### src/rtl/barrido_display.sv
// rtl/barrido_display.sv - four-digit multiplexed BCD display scanner with shadow/active frame buffering
//
// Purpose:
//   Scans four BCD digits onto a shared 7-segment decoder, one digit slot
//   every DIV clocks. New values are written into a shadow register at any
//   time. They reach the displayed register only at a frame boundary, so a
//   frame never shows a mix of old and new digits.
//
// Ports:
//   clk       sole clock, rising edge
//   reset     asynchronous, active-high
//   carga     load strobe, dato sampled on every rising edge where carga=1
//   dato      four BCD digits, digit0 = dato[3:0] (rightmost)
//   nibble    code of the digit currently scanned (0 when blanked)
//   sel       index of the digit currently scanned, 0..3
//   habilita  one-hot digit enable (all zero when blanked)
//   blank     current digit is a suppressed leading zero
//   listo     one-cycle pulse after a new frame has been committed
//   invalido  registered flag, some displayed digit is above 9

module barrido_display #(
  parameter int unsigned DIV         = 50000,
  parameter bit          BLANK_ZEROS = 1'b1
) (
  input  logic        clk,
  input  logic        reset,
  input  logic        carga,
  input  logic [15:0] dato,
  output logic [3:0]  nibble,
  output logic [1:0]  sel,
  output logic [3:0]  habilita,
  output logic        blank,
  output logic        listo,
  output logic        invalido
);

  localparam int unsigned CW = (DIV > 1) ? $clog2(DIV) : 1;
  localparam logic [CW-1:0] CNT_MAX = CW'(DIV - 1);

  logic [CW-1:0] cnt;
  logic          tick;
  logic [15:0]   sombra;
  logic [15:0]   activo;
  logic          pendiente;
  logic          commit;
  logic [3:0]    digito;
  logic          ceros_arriba;
  logic          hay_invalido;

  // Prescaler: one tick per digit slot.
  assign tick = (cnt == CNT_MAX);

  // A frame boundary is the tick that wraps sel from 3 back to 0.
  assign commit = tick && (sel == 2'd3) && pendiente;

  always_ff @(posedge clk or posedge reset) begin
    if (reset) begin
      cnt <= '0;
    end else if (tick) begin
      cnt <= '0;
    end else begin
      cnt <= cnt + CW'(1);
    end
  end

  // sel is two bits wide, so 3 + 1 wraps to 0 on its own.
  always_ff @(posedge clk or posedge reset) begin
    if (reset) begin
      sel <= 2'd0;
    end else if (tick) begin
      sel <= sel + 2'd1;
    end
  end

  // Shadow register. A load on the commit edge wins over the clear of
  // pendiente: the old shadow is committed while the new value waits for
  // the next frame boundary.
  always_ff @(posedge clk or posedge reset) begin
    if (reset) begin
      sombra    <= 16'h0000;
      pendiente <= 1'b0;
    end else begin
      if (carga) begin
        sombra <= dato;
      end
      if (carga) begin
        pendiente <= 1'b1;
      end else if (commit) begin
        pendiente <= 1'b0;
      end
    end
  end

  always_ff @(posedge clk or posedge reset) begin
    if (reset) begin
      activo <= 16'h0000;
      listo  <= 1'b0;
    end else begin
      if (commit) begin
        activo <= sombra;
      end
      listo <= commit;
    end
  end

  // Codes A..F are still shown; they are only flagged here.
  always_comb begin
    hay_invalido = 1'b0;
    for (int i = 0; i < 4; i++) begin
      if (activo[4*i +: 4] > 4'd9) begin
        hay_invalido = 1'b1;
      end
    end
  end

  always_ff @(posedge clk or posedge reset) begin
    if (reset) begin
      invalido <= 1'b0;
    end else begin
      invalido <= hay_invalido;
    end
  end

  // Digit select and leading-zero detection for the slot being scanned.
  // A digit k>0 is a leading zero when it and every digit to its left are 0.
  always_comb begin
    digito       = 4'h0;
    ceros_arriba = 1'b0;
    case (sel)
      2'd0: begin
        digito       = activo[3:0];
        ceros_arriba = 1'b0;
      end
      2'd1: begin
        digito       = activo[7:4];
        ceros_arriba = (activo[15:4] == 12'h000);
      end
      2'd2: begin
        digito       = activo[11:8];
        ceros_arriba = (activo[15:8] == 8'h00);
      end
      default: begin
        digito       = activo[15:12];
        ceros_arriba = (activo[15:12] == 4'h0);
      end
    endcase
  end

  assign blank    = BLANK_ZEROS ? ceros_arriba : 1'b0;
  assign nibble   = blank ? 4'h0 : digito;
  assign habilita = blank ? 4'b0000 : (4'b0001 << sel);

endmodule

### config.mk
export PLATFORM = sky130hd
export DESIGN_NAME = barrido_display
export DESIGN_NICKNAME = d
export VERILOG_FILES = /design/src/rtl/barrido_display.sv
export SDC_FILE = /design/constraint.sdc
export NUM_CORES = 1
export LEC_CHECK = 0
export ABC_AREA = 1
export CAP_MARGIN = 40
export CORE_MARGIN = 2
export CORE_UTILIZATION = 45
export CTS_CLUSTER_SIZE = 24
export DETAILED_ROUTE_END_ITERATION = 10
export PLACE_DENSITY = 0.76
export SLEW_MARGIN = 20
export SYNTH_ARGS = -nofsm -noshare
export SYNTH_HDL_FRONTEND = slang
export SYNTH_SLANG_ARGS = --single-unit
### constraint.sdc
create_clock -name clk -period 3 [get_ports clk]
set_input_delay 0.6 -clock clk [delete_from_list [all_inputs] [get_ports clk]]
set_output_delay 0.6 -clock clk [all_outputs]
set_load 0.005 [all_outputs]
Fig. 1: a small window of the routed layout
The bar under the picture is 10 microns long. Region (28, 12) to (53, 37) microns. Cells in grey, sequential cells in the stronger grey; small squares are vias.
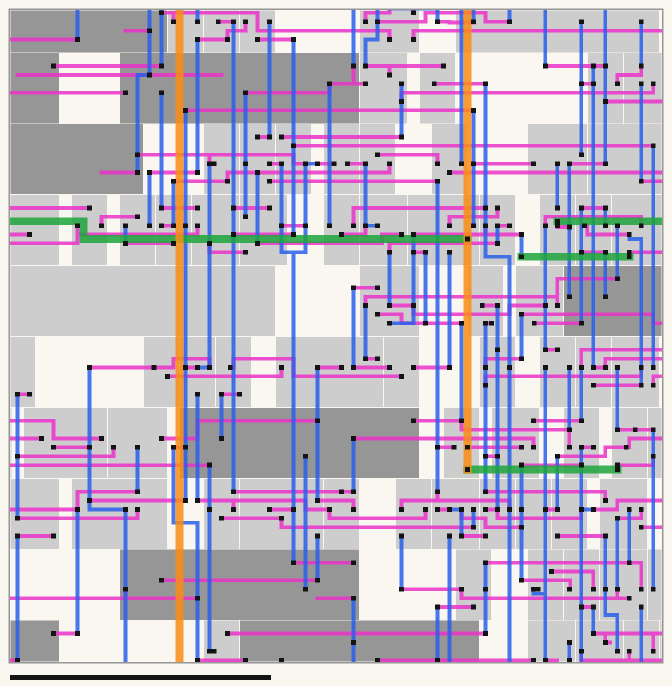
Orange shows met4. Blue shows met2. Magenta shows met1. Green shows met3.
Sequential cells in the window: 6. 73 logic cells have their middle in the window. Most frequent: nand2_1 (16), nor2_1 (13), inv_1 (11). Netlist names of flops here include cnt (5), sombra (1).

Fig. 2: signal metal coverage by tile
The die is cut into 16 by 16 equal tiles; black is low, pale yellow is high, scaled to the fullest tile. Values are wire area over tile area, all layers added.
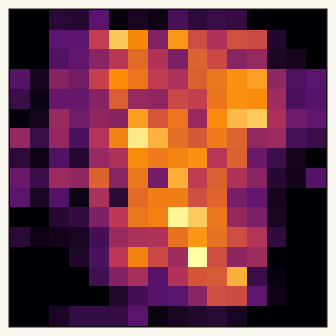
19% of the tiles are nearly empty. The densest ninth of the die: centre. The fullest tile reaches 0.39. 27% of the tiles are over half the peak. The emptiest ninth of the die: lower left.
routed vias: 2,162
Total Routing Usage GR: 17.9%

==> flow_metrics.tcl <==
# yosys + openroad results
set metrics [dict create \
    logic_family "simple AND/OR/NAND/NOR gates" \
    nFillCells 535 \
    routabilityCongestion 0.928 \
    finalSetupTns_ps 0 \
    switching_power_uw 287 \
    die_h_microns 81.2 \
    hpwl_microns 3810 \
    syn-num-nets 355 \
    cts_tree "done" \
    post_cts_buffers 0 \
    crit_chain "inv_1 > ha_1 > inv_1 > o21ai_0 > o22ai_1 > a21oi_1 > clkdlybuf4s50_1" \
    core-area_sq_um 5850 \
    drive_gt1_share_pct 6.08 \
    min_period_ps 2760 \
    cp.required_ps 2400 \
    grt_max_degree 54 \
    wl_per_cell_microns 12.1 \
    die_area_sq_um 6600 \
    fin_skew_ps 6.22 \
    viasPerCell 4.95 \
    cp-start-kind "flop" \
    clock_path_buffers 2 \
    fmax_mhz 362 \
    postSynthAreaPerCell_sq_um 8.14 \
    cts.sinks 53 \
    cts_hold_buf 0 \
    slowest_delay_ps 510 \
    combPwrFrac_pct 4.6 \
    critical_path.slowest_cell "clkdlybuf4s50_1" \
    io_buffers 31 \
    adder_share_pct 2.80 \
    cp_num_buf_inv 3 \
    chipWidth_microns 81.2 \
    final-setup-viol-count 0 \
    critPathKind "flop to output port" \
    tightest_slew_ps 648 \
    p_int_mw 1.10 \
    switching_share_pct 20.7 \
    hold_viol 0 \
    route.antenna.remaining_nets 0 \
    p_clk_share_pct 41.8 \
    netlist_area_sq_um 2690 \
    total_leakage_power_nw 1.61 \
    ys_ff 53 \
    p_per_area_nw_per_um2 438 \
    finalCritPeriodShare_pct 92.0 \
    yosysWarnings 0 \
    warning_count 30 \
    simple_gate_area_share_pct 32.2 \
    yosys.stat.seqShare_pct 49.4 \
    drc 0 \
    outcome "finished, final reports clean" \
    cp_max_fo 5 \
    overflow 0 \
    vdd_drop_max_v 0.000243 \
    grt_pass1_vias 1973 \
    first_pass_iters 4 \
    maxSlewHeadroom_pct 56.8 \
    synth_cell_types 28 \
    synthCells 330 \
    fp-utilization_pct 45.9 \
    drt_wl_total_microns 5270 \
    numCtsBuffers 5 \
    ys_cells 330 \
    fin_util_pct 54.1 \
    initialDrtViolationCount 177 \
    cap_violations 0 \
    p_seq_share_pct 53.6 \
    cp.arrival_ps 2160 \
    clk-insertion-delay-late_ps 310 \
    slew_viol_final 0 \
    xor_area_share_pct 2.28 \
    cts-root-buf "clkbuf_8" \
    antenna_found_initial 0 \
    ys_chip_area_sq_um 2690 \
    n_antenna_cell 0 \
    nNetsFinal 386 \
    cp-end-kind "output port" \
    synth-compound-area-share_pct 5.59 \
    rsz0062_at_grt "false" \
    ys_sh_mux_pct 0 \
    grt_pass1_wl_microns 9110 \
    cp_top_family "buffers and inverters" \
    clk_pin_slew_worst_paths_ps 100 \
    hold_class "flop to flop" \
    post_cts_resized 0 \
    fp-row-count 28 \
    area_growth_pct 18.0 \
]
flip-flops by register name (all words and copies together), names as in the netlist:
signal,count
activo,16
cnt,16
sombra,16
sel,2
invalido,1
listo,1
pendiente,1
stage by stage:
step	worst slack, ps	instances	cell area [sq um]	power [mW]	hold WS (ps)
6_report	240	437	3170	1.39	465
3_3_place_gp	595	429	3030	0.821	447
3_5_place_dp	477	429	3030	0.823	454
4_1_cts	122	437	3170	1.40	467
2_1_floorplan	1110	330	2690	0.787	430
5_1_grt	38.7	437	3170	1.44	494
cells in the mapped netlist:
master	n	share of area (%)
a21boi_0	2	0.56
a21oi_1	10	1.9
and2_1	1	0.23
buf_2	1	0.19
buf_4	1	0.28
buf_6	5	2.1
clkbuf_1	2	0.28
clkbuf_4	1	0.28
clkinv_1	1	0.14
dfrtp_1	53	49
ha_1	6	2.8
inv_1	32	4.5
nand2_1	123	17
nand2_2	1	0.23
nand3_1	12	2.2
nand3_2	2	0.75
nand4_1	18	4.2
nand4_4	1	0.79
nor2_1	24	3.4
nor2_2	2	0.47
nor2_4	2	0.84
nor3_1	6	1.1
nor4_4	1	0.79
o21ai_0	12	2.2
o21ai_1	1	0.19
o21bai_1	1	0.28
o22ai_1	2	0.47
xor2_1	7	2.3
placed cells by master (no fill, tap or decap):
cell type          n
a21boi_1           2
a21oi_1           10
and2_1             1
buf_4              3
bufinv_16          2
clkbuf_8           5
clkdlybuf4s50_1   31
clkinv_1           1
dfrtp_1           53
ha_1               6
inv_1             31
inv_2              1
inv_6              1
nand2_1          122
nand2_2            2
nand3_1           12
nand3_2            2
nand4_1           18
nand4_4            1
nor2_1            24
nor2_2             2
nor2_4             2
nor3_1             6
nor4_4             1
o21ai_0           12
o21ai_1            1
o21bai_1           1
o22ai_1            2
xor2_1             7
path summary, 6_finish.rpt:
check	cells after the start	slack (ps)	from	endpoint
min in group asynchronous	3	780	reset	sombra[1]
hold reg to reg	1	470	cnt[0]	cnt[0]
hold / removal	1	470	cnt[0]	cnt[0]
setup / recovery	7	240	sel[0]	nibble[0]
setup reg to reg	7	1290	cnt[0]	activo[13]
max in group asynchronous	3	1800	reset	activo[15]
routing by layer:
| layer | global-route usage [%] | share of wire [%] | wire (microns) |
|---|---|---|---|
| met5 | 0 | 0 | 0 |
| met4 | 7.63 | 1.8 | 93 |
| met3 | 4.00 | 4.3 | 227 |
| met2 | 24.9 | 43 | 2240 |
| met1 | 26.6 | 51 | 2710 |
final cells by class:
type	count	area, sq um	area share, %
clock inverters	3	68.8	2.17
clock buffers	5	68.8	2.17
repair buffers	34	333	10.5
multi-input cells	234	1150	36.4
well taps	75	93.8	2.96
flip-flops and latches	53	1330	41.9
inverters	33	124	3.91
power groups by stage:
stage	Sequential (mW)	Clock [mW]	Combinational, mW
after floorplan	0.754	0	0.0327
after global routing	0.746	0.620	0.0736
final	0.744	0.579	0.0636
after CTS	0.743	0.594	0.0659
after global placement	0.757	0	0.0641
after detailed placement	0.758	0	0.0658
cells by family after synthesis:
kind of cell             Yosys count
buffers and inverters             43
AND-OR/OR-AND                     28
XOR/XNOR                           7
flip-flops                        53
AND/OR/NAND/NOR                  193
adder cells (fa/ha/maj)            6
No activity file was given, so power comes from the tool's default toggle rates.
